**Congestion heat map**

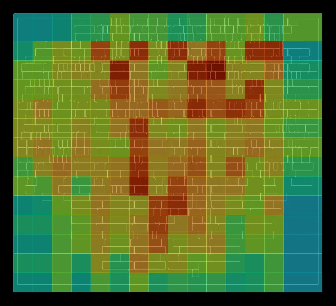
**Routed metal, one color a layer**

Scale: 3 px per µm. Two of the layers only.
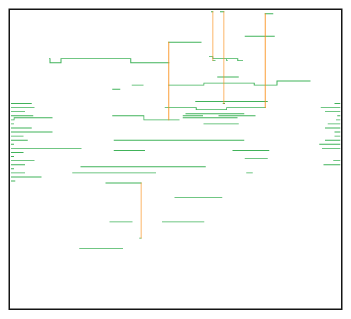
**M1 wires**

Scale: 3 px per µm. Supply wires on this layer in gray.
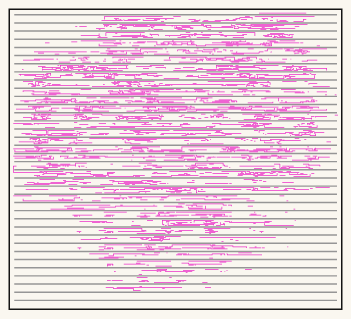
**Gate-type map**

Scale: 4 px per µm.
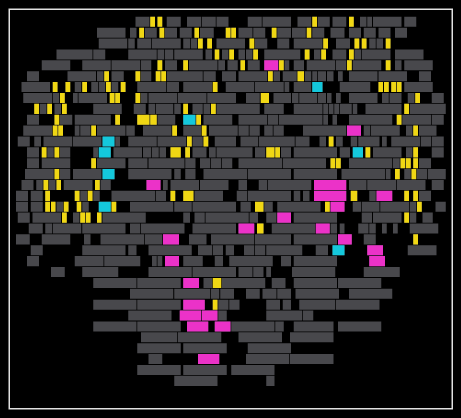
==> src/rtl/conv_pkg.sv <==
// Shared types and constants for the convolver window feeder.
package conv_pkg;

  localparam int PIX_W       = 4;
  localparam int TAPS        = 9;
  localparam int SAMPLE_W    = TAPS * PIX_W;
  localparam int RES_W       = 16;
  localparam int TIMEOUT_CYC = 8;
  localparam int TMO_W       = 3;

  typedef enum logic [1:0] {
    IDLE   = 2'd0,
    ISSUE  = 2'd1,
    WAIT   = 2'd2,
    OUTPUT = 2'd3
  } state_e;

  // Shift a packed 3x3 window left by one column and insert a new right column.
  // Tap k = 3*row + col; r0 is the oldest row, r2 the current row.
  function automatic logic [SAMPLE_W-1:0] shift_window(
    input logic [SAMPLE_W-1:0] win,
    input logic [PIX_W-1:0]    r0,
    input logic [PIX_W-1:0]    r1,
    input logic [PIX_W-1:0]    r2
  );
    logic [SAMPLE_W-1:0] nxt;
    nxt = win;
    for (int r = 0; r < 3; r++) begin
      nxt[PIX_W*(3*r)   +: PIX_W] = win[PIX_W*(3*r+1) +: PIX_W];
      nxt[PIX_W*(3*r+1) +: PIX_W] = win[PIX_W*(3*r+2) +: PIX_W];
    end
    nxt[PIX_W*2 +: PIX_W] = r0;
    nxt[PIX_W*5 +: PIX_W] = r1;
    nxt[PIX_W*8 +: PIX_W] = r2;
    return nxt;
  endfunction

endpackage

==> src/rtl/conv_window_feeder_if.sv <==
// Pixel stream, multiply/add and result stream signals of the window feeder.
// master: the feeder itself; slave: its environment.
interface conv_window_feeder_if;
  import conv_pkg::*;

  logic [PIX_W-1:0]    pixel_in;
  logic                pixel_valid;
  logic                pixel_ready;
  logic [SAMPLE_W-1:0] sample_out;
  logic                conv_en;
  logic [RES_W-1:0]    result_in;
  logic                result_ready_in;
  logic [RES_W-1:0]    out_data;
  logic                out_valid;
  logic                out_ready;
  logic                frame_done;
  logic                timeout_err;

  modport master (
    input  pixel_in, pixel_valid, result_in, result_ready_in, out_ready,
    output pixel_ready, sample_out, conv_en, out_data, out_valid, frame_done, timeout_err
  );

  modport slave (
    output pixel_in, pixel_valid, result_in, result_ready_in, out_ready,
    input  pixel_ready, sample_out, conv_en, out_data, out_valid, frame_done, timeout_err
  );

endinterface

==> src/rtl/conv_line_buffer.sv <==
// Two-row pixel delay line, IMG_W deep. Synchronous write, combinational read
// at the current column. Contents are deliberately not reset.
module conv_line_buffer
  import conv_pkg::*;
#(
  parameter int IMG_W = 8,
  parameter int COL_W = $clog2(IMG_W)
) (
  input  logic             clk,
  input  logic             wr_en,
  input  logic [COL_W-1:0] col,
  input  logic [PIX_W-1:0] pix,
  output logic [PIX_W-1:0] old_row,
  output logic [PIX_W-1:0] mid_row
);

  logic [PIX_W-1:0] lb0_r [IMG_W];
  logic [PIX_W-1:0] lb1_r [IMG_W];

  // Push the accepted pixel into row 0 and age row 0 into row 1 at this column.
  always_ff @(posedge clk) begin
    if (wr_en) begin
      lb1_r[col] <= lb0_r[col];
      lb0_r[col] <= pix;
    end
  end

  assign old_row = lb1_r[col];
  assign mid_row = lb0_r[col];

endmodule

==> src/rtl/conv_window_feeder.sv <==
// Convolver window feeder: builds 3x3 windows from a raster pixel stream,
// hands each to the multiply/add block and forwards the 16-bit result.
// Optional macro CONV_FEEDER_TIMEOUT_EN adds a WAIT-state watchdog that drops
// the window after 8 cycles without result_ready_in and sets timeout_err.
module conv_window_feeder
  import conv_pkg::*;
#(
  parameter int IMG_W = 8,
  parameter int IMG_H = 8
) (
  input logic                 clk,
  input logic                 rst,
  conv_window_feeder_if.master bus
);

  localparam int COL_W = $clog2(IMG_W);
  localparam int ROW_W = $clog2(IMG_H);

  state_e              state_r;
  logic [COL_W-1:0]    col_r;
  logic [ROW_W-1:0]    row_r;
  logic [SAMPLE_W-1:0] win_r;
  logic [RES_W-1:0]    out_data_r;
  logic                out_valid_r;
  logic                conv_en_r;
  logic                pixel_ready_r;
  logic                frame_done_r;

  logic                accept_s;
  logic                col_last_s;
  logic                row_last_s;
  logic                win_done_s;
  logic                tmo_expired_s;
  logic [PIX_W-1:0]    lb_old_s;
  logic [PIX_W-1:0]    lb_mid_s;

  assign accept_s   = bus.pixel_valid & pixel_ready_r;
  assign col_last_s = (col_r == COL_W'(IMG_W - 1));
  assign row_last_s = (row_r == ROW_W'(IMG_H - 1));
  assign win_done_s = (row_r >= ROW_W'(2)) && (col_r >= COL_W'(2));

  conv_line_buffer #(
    .IMG_W (IMG_W),
    .COL_W (COL_W)
  ) u_line_buffer (
    .clk     (clk),
    .wr_en   (accept_s),
    .col     (col_r),
    .pix     (bus.pixel_in),
    .old_row (lb_old_s),
    .mid_row (lb_mid_s)
  );

  // Raster position, window shift register and end-of-frame pulse.
  always_ff @(posedge clk) begin
    if (rst) begin
      col_r        <= '0;
      row_r        <= '0;
      win_r        <= '0;
      frame_done_r <= 1'b0;
    end else begin
      frame_done_r <= accept_s & col_last_s & row_last_s;
      if (accept_s) begin
        win_r <= shift_window(win_r, lb_old_s, lb_mid_s, bus.pixel_in);
        if (col_last_s) begin
          col_r <= '0;
          row_r <= row_last_s ? '0 : row_r + ROW_W'(1);
        end else begin
          col_r <= col_r + COL_W'(1);
        end
      end
    end
  end

`ifdef CONV_FEEDER_TIMEOUT_EN
  logic [TMO_W-1:0] tmo_cnt_r;
  logic             timeout_err_r;

  assign tmo_expired_s = (state_r == WAIT) && !bus.result_ready_in &&
                         (tmo_cnt_r == TMO_W'(TIMEOUT_CYC - 1));

  // Count unanswered WAIT cycles; the sticky error is set when the window is dropped.
  always_ff @(posedge clk) begin
    if (rst) begin
      tmo_cnt_r     <= '0;
      timeout_err_r <= 1'b0;
    end else if (state_r == WAIT && !bus.result_ready_in) begin
      tmo_cnt_r <= tmo_cnt_r + TMO_W'(1);
      if (tmo_expired_s) begin
        timeout_err_r <= 1'b1;
      end
    end else begin
      tmo_cnt_r <= '0;
    end
  end

  assign bus.timeout_err = timeout_err_r;
`else
  assign tmo_expired_s   = 1'b0;
  assign bus.timeout_err = 1'b0;
`endif

  // Window handshake FSM; pixel_ready is registered as "next state is IDLE".
  always_ff @(posedge clk) begin
    if (rst) begin
      state_r       <= IDLE;
      pixel_ready_r <= 1'b0;
      conv_en_r     <= 1'b0;
      out_valid_r   <= 1'b0;
      out_data_r    <= '0;
    end else begin
      conv_en_r <= 1'b0;
      case (state_r)
        IDLE: begin
          if (accept_s && win_done_s) begin
            state_r       <= ISSUE;
            conv_en_r     <= 1'b1;
            pixel_ready_r <= 1'b0;
          end else begin
            pixel_ready_r <= 1'b1;
          end
        end
        ISSUE: begin
          state_r <= WAIT;
        end
        WAIT: begin
          if (bus.result_ready_in) begin
            out_data_r  <= bus.result_in;
            out_valid_r <= 1'b1;
            state_r     <= OUTPUT;
          end else if (tmo_expired_s) begin
            state_r       <= IDLE;
            pixel_ready_r <= 1'b1;
          end
        end
        OUTPUT: begin
          if (bus.out_ready) begin
            out_valid_r   <= 1'b0;
            state_r       <= IDLE;
            pixel_ready_r <= 1'b1;
          end
        end
        default: begin
          state_r       <= IDLE;
          pixel_ready_r <= 1'b1;
          out_valid_r   <= 1'b0;
        end
      endcase
    end
  end

  assign bus.pixel_ready = pixel_ready_r;
  assign bus.sample_out  = win_r;
  assign bus.conv_en     = conv_en_r;
  assign bus.out_data    = out_data_r;
  assign bus.out_valid   = out_valid_r;
  assign bus.frame_done  = frame_done_r;

endmodule

==> src/flat_wrapper.sv <==
// flat-port wrapper written by rule: the top's interface ports become plain ports
module conv_window_feeder_flat import conv_pkg::*;
#(
  parameter int IMG_W = 8,
  parameter int IMG_H = 8
)
  (clk, rst, bus_pixel_in, bus_pixel_valid, bus_result_in, bus_result_ready_in, bus_out_ready, bus_pixel_ready, bus_sample_out, bus_conv_en, bus_out_data, bus_out_valid, bus_frame_done, bus_timeout_err);
  conv_window_feeder_if bus_i ();
  input logic clk;
  input logic rst;
  input wire logic [$bits(bus_i.pixel_in)-1:0] bus_pixel_in;
  input wire logic [$bits(bus_i.pixel_valid)-1:0] bus_pixel_valid;
  input wire logic [$bits(bus_i.result_in)-1:0] bus_result_in;
  input wire logic [$bits(bus_i.result_ready_in)-1:0] bus_result_ready_in;
  input wire logic [$bits(bus_i.out_ready)-1:0] bus_out_ready;
  output wire logic [$bits(bus_i.pixel_ready)-1:0] bus_pixel_ready;
  output wire logic [$bits(bus_i.sample_out)-1:0] bus_sample_out;
  output wire logic [$bits(bus_i.conv_en)-1:0] bus_conv_en;
  output wire logic [$bits(bus_i.out_data)-1:0] bus_out_data;
  output wire logic [$bits(bus_i.out_valid)-1:0] bus_out_valid;
  output wire logic [$bits(bus_i.frame_done)-1:0] bus_frame_done;
  output wire logic [$bits(bus_i.timeout_err)-1:0] bus_timeout_err;
  assign bus_i.pixel_in = bus_pixel_in;
  assign bus_i.pixel_valid = bus_pixel_valid;
  assign bus_i.result_in = bus_result_in;
  assign bus_i.result_ready_in = bus_result_ready_in;
  assign bus_i.out_ready = bus_out_ready;
  assign bus_pixel_ready = bus_i.pixel_ready;
  assign bus_sample_out = bus_i.sample_out;
  assign bus_conv_en = bus_i.conv_en;
  assign bus_out_data = bus_i.out_data;
  assign bus_out_valid = bus_i.out_valid;
  assign bus_frame_done = bus_i.frame_done;
  assign bus_timeout_err = bus_i.timeout_err;
  conv_window_feeder #(.IMG_W(IMG_W), .IMG_H(IMG_H)) u_core (.clk(clk), .rst(rst), .bus(bus_i));
endmodule
==> config.mk <==
export PLATFORM = sky130hd
export DESIGN_NAME = conv_window_feeder_flat
export DESIGN_NICKNAME = d
export VERILOG_FILES = /design/src/rtl/conv_pkg.sv /design/src/rtl/conv_window_feeder_if.sv /design/src/rtl/conv_line_buffer.sv /design/src/rtl/conv_window_feeder.sv /design/src/flat_wrapper.sv
export SDC_FILE = /design/constraint.sdc
export NUM_CORES = 1
export LEC_CHECK = 0
export CAP_MARGIN = 20
export CORE_ASPECT_RATIO = 0.9
export CORE_UTILIZATION = 48
export DETAILED_ROUTE_END_ITERATION = 7
export PLACE_DENSITY = 0.87
export SYNTH_ARGS = -nofsm -noshare
export SYNTH_HDL_FRONTEND = slang
export SYNTH_SLANG_ARGS = --single-unit
==> constraint.sdc <==
create_clock -name clk -period 2 [get_ports clk]
set_clock_uncertainty 0.05 [all_clocks]
set_input_delay 0.4 -clock clk [delete_from_list [all_inputs] [get_ports clk]]
set_output_delay 0.4 -clock clk [all_outputs]
set_load 0.05 [all_outputs]
==> impl_metrics.tcl <==
# yosys + openroad results
set metrics [dict create \
    antenna_cells 0 \
    clkPwrFrac 0.463 \
    lay_top_cells "107 x nand2_1, 66 x dfxtp_1, 64 x edfxtp_1, 55 x a21oi_1, 44 x dlygate4sd2_1" \
    arrival_ns 1.36 \
    power_clock_mw 2.84 \
    syn_area_um2 5070 \
    relSlewSlack 0.648 \
    switching_share 0.222 \
    powerSeq_mw 2.89 \
    finalSetupViolations 0 \
    crit_fanout 3 \
    synth_cell_types 47 \
    fin_crit_ns 1.81 \
    crit_chain "dlygate4sd2_1" \
    die_w_um 110 \
    warnings 28 \
    grt_pass1_vias 3635 \
    crit_type "reg -> out" \
    tightest_slew_ns 0.530 \
    grt_pass1_wl_um 18000 \
    worstPathRequired_ns 1.55 \
    grt_max_degree 25 \
    hold_buffers 0 \
    maxSlewViolCount 0 \
    fillerInstances 755 \
    max-vdd-ir-drop_mv 1.02 \
    ys.flops 131 \
    core_area_um2 10200 \
    synth_area_per_cell_um2 11.4 \
    synth_nets 475 \
    crit_slowest_cell "dlygate4sd2_1" \
    final_nets 572 \
    hold-worst-slack_ns 0.314 \
    power.switching_mw 1.36 \
    cts_inserted_buffers 17 \
    critPathMaxStageDelay_ns 0.55 \
    fmax_mhz 552 \
    power-top-group "registers" \
    dp.final_hpwl_um 7860 \
    synth.yosys.seq_area_share 0.643 \
    gp_congestion 0.804 \
    grt_overflow 0 \
    portBuffers 80 \
    cts_root_buffer "clkbuf_16" \
    cts_max_level 4 \
    dieArea_um2 11000 \
    power_density_nw_per_um2 925 \
    clk_latency_ns 0.41 \
    cap_violations 0 \
    path_buffers 1 \
    edf_count 64 \
    seqPwrFrac 0.472 \
    io_pins 82 \
    outcome "finished, final reports clean" \
    synthArstFlopShare 0 \
    setup_slack_ns 0.189 \
    rsz0062_at_grt "no" \
    fin_crit_sh 0.906 \
    postCtsSetupRepairBufs 0 \
    cp-start-kind "flop" \
    place_inst 650 \
    ant_nets 0 \
    power.internal_mw 4.77 \
    antenna_found_initial 0 \
    leakage_nw 2.57 \
    clkTransAtPathRegs_ns 0.06 \
    pre_cts_ws_ns -0.0486 \
    crit_family "buffers and inverters" \
    area_growth_pct 30.7 \
    ys_cells 443 \
    drive_gt1_frac 0.161 \
    cts_tree "built" \
    pg_comb_uw 399 \
    initial_utilization 0.495 \
    hold_viol 0 \
    drc 0 \
    syn_inst 443 \
    ys.warnings.count 0 \
    yosys_area_um2 5070 \
    cts_num_sinks 131 \
    hold_class "in -> reg" \
    clk_path_buf_depth 2 \
    post_drt_via_cell_ratio 5.36 \
    drt_first_pass_iters 4 \
    cp-end-kind "output port" \
    power_frac_comb 0.065 \
    ff_type "dfxtp_1" \
    rows 35 \
    initialDrtViolationCount 297 \
    die.size.y_um 99.5 \
]
-- 'congestion heat map' (at the start) --
routed len/inst: 17.1 µm
Tot GR Track Use: 0.225
met3 usage: 0.0760
met2 usage in global routing: 0.362
Layout Utilization: 0.647

-- 'routed metal, one color a layer' (at the start) --
legend:
  green:
    layer: M3
    wire_length: 679 µm
  orange:
    layer: M4
    wire_length: 122 µm
Routed WL: 11700 µm
routed via count: 3656

-- 'M1 wires' (at the start) --
longest straight run: 41.4 µm
wire length on this layer: 5110 µm
main direction: horizontal
met1 Use GR: 0.286

-- 'gate-type map' (at the start) --
legend:
  yellow:
    family: nand cells
    cells: 118
  magenta:
    family: mux cells
    cells: 22
  cyan:
    family: non-inverting ao/oa cells
    cells: 8
non-filler instance count after layout: 682
most frequent logic cell in the layout: nand2_1
combinational share of cell area: 0.253

[cell families after synthesis]
| logic type | count (synthesis) | synth area share |
|---|---|---|
| AND/OR/NAND/NOR | 164 | 0.143 |
| flip-flops | 131 | 0.643 |
| AND-OR/OR-AND | 86 | 0.108 |
| buffers and inverters | 32 | 0.0326 |
| multiplexers | 22 | 0.0543 |
| adder cells (fa/ha/maj) | 7 | 0.0173 |
| other | 1 | 0.000739 |
[synth_stat cells (2+ instances only)]
cell | number | area (µm²)
mux2_1 | 7 | 78.8
a2111oi_1 | 3 | 30.0
o21ai_1 | 2 | 10.0
inv_1 | 3 | 11.3
a21oi_1 | 55 | 275
buf_6 | 3 | 33.8
and2_1 | 2 | 12.5
a22o_1 | 5 | 43.8
buf_4 | 3 | 22.5
nand2_1 | 107 | 402
nand3_1 | 4 | 20.0
dfxtp_1 | 67 | 1340
mux2_4 | 4 | 60.1
nor2b_1 | 8 | 50.1
mux2i_1 | 8 | 80.1
nand2b_1 | 4 | 25.0
o22ai_1 | 4 | 25.0
nor3b_1 | 2 | 15.0
ha_1 | 7 | 87.6
clkbuf_1 | 13 | 48.8
mux4_2 | 2 | 45.0
edfxtp_1 | 64 | 1920
nor3_2 | 4 | 40.0
nor2_1 | 18 | 67.6
nor3_1 | 6 | 30.0
a211oi_2 | 2 | 25.0
buf_2 | 9 | 45.0
a211oi_1 | 7 | 52.6
nand3b_1 | 2 | 15.0
[layout make-up]
class / instances / area (µm²) / area share
Multi-Input combinational cell: 280 / 1680 / 0.253
Inverter: 3 / 11.3 / 0.00170
Tap cell: 129 / 161 / 0.0244
Timing Repair Buffer: 107 / 961 / 0.145
Clock inverter: 7 / 46.3 / 0.00699
Sequential cell: 131 / 3260 / 0.493
Clock buffer: 25 / 507 / 0.0765
[registers in the layout (all words and copies together), names as in the netlist, 2 cells and up, named ones only]
register and count:
u_core.u_line_buffer.lb0_r 32, u_core.bus.out_data 16, u_core.bus.sample_out 36, u_core.col_r 3
u_core.row_r 3, u_core.state_r 2, u_core.u_line_buffer.lb1_r 32
[per-layer routing]
metal,vias to the layer above,GRT usage,part of all wire
met5,-,0,0
met4,0,0.0688,0.010
li1,1750,-,-
met3,12,0.0760,0.058
met2,97,0.362,0.49
met1,1797,0.286,0.44
[worst paths after layout]
check | endpoint | depth (start not counted) | slack (ns) | startpoint
worst max-delay path | bus_sample_out[22] | 1 | 0.19 | u_core.bus.sample_out[22]
worst min register to register | u_core.bus.sample_out[3] | 2 | 0.40 | u_core.bus.sample_out[3]
worst max register to register | u_core.bus.sample_out[22] | 6 | 0.23 | flop
worst min-delay path | u_core.bus.sample_out[13] | 2 | 0.31 | rst
[through the flow]
stage               power [mW]   util  instance area, µm²  setup TNS (ns)
finish                    6.13  0.647                6630               0
global route              6.33  0.647                6630               0
CTS                       6.17  0.646                6620               0
detailed placement        3.35  0.598                6120          -0.570
global placement          3.34  0.598                6120         -0.0211
floorplan                 3.17      -                5100               0
[what timing repair did]
item                       4_1_cts  5_1_grt
resized                         44        2
gates cloned                     0        0
setup endpoints to repair       44        2
hold endpoints to repair         0        0
Power figures rest on the tool's default switching activity, not on a simulated workload.
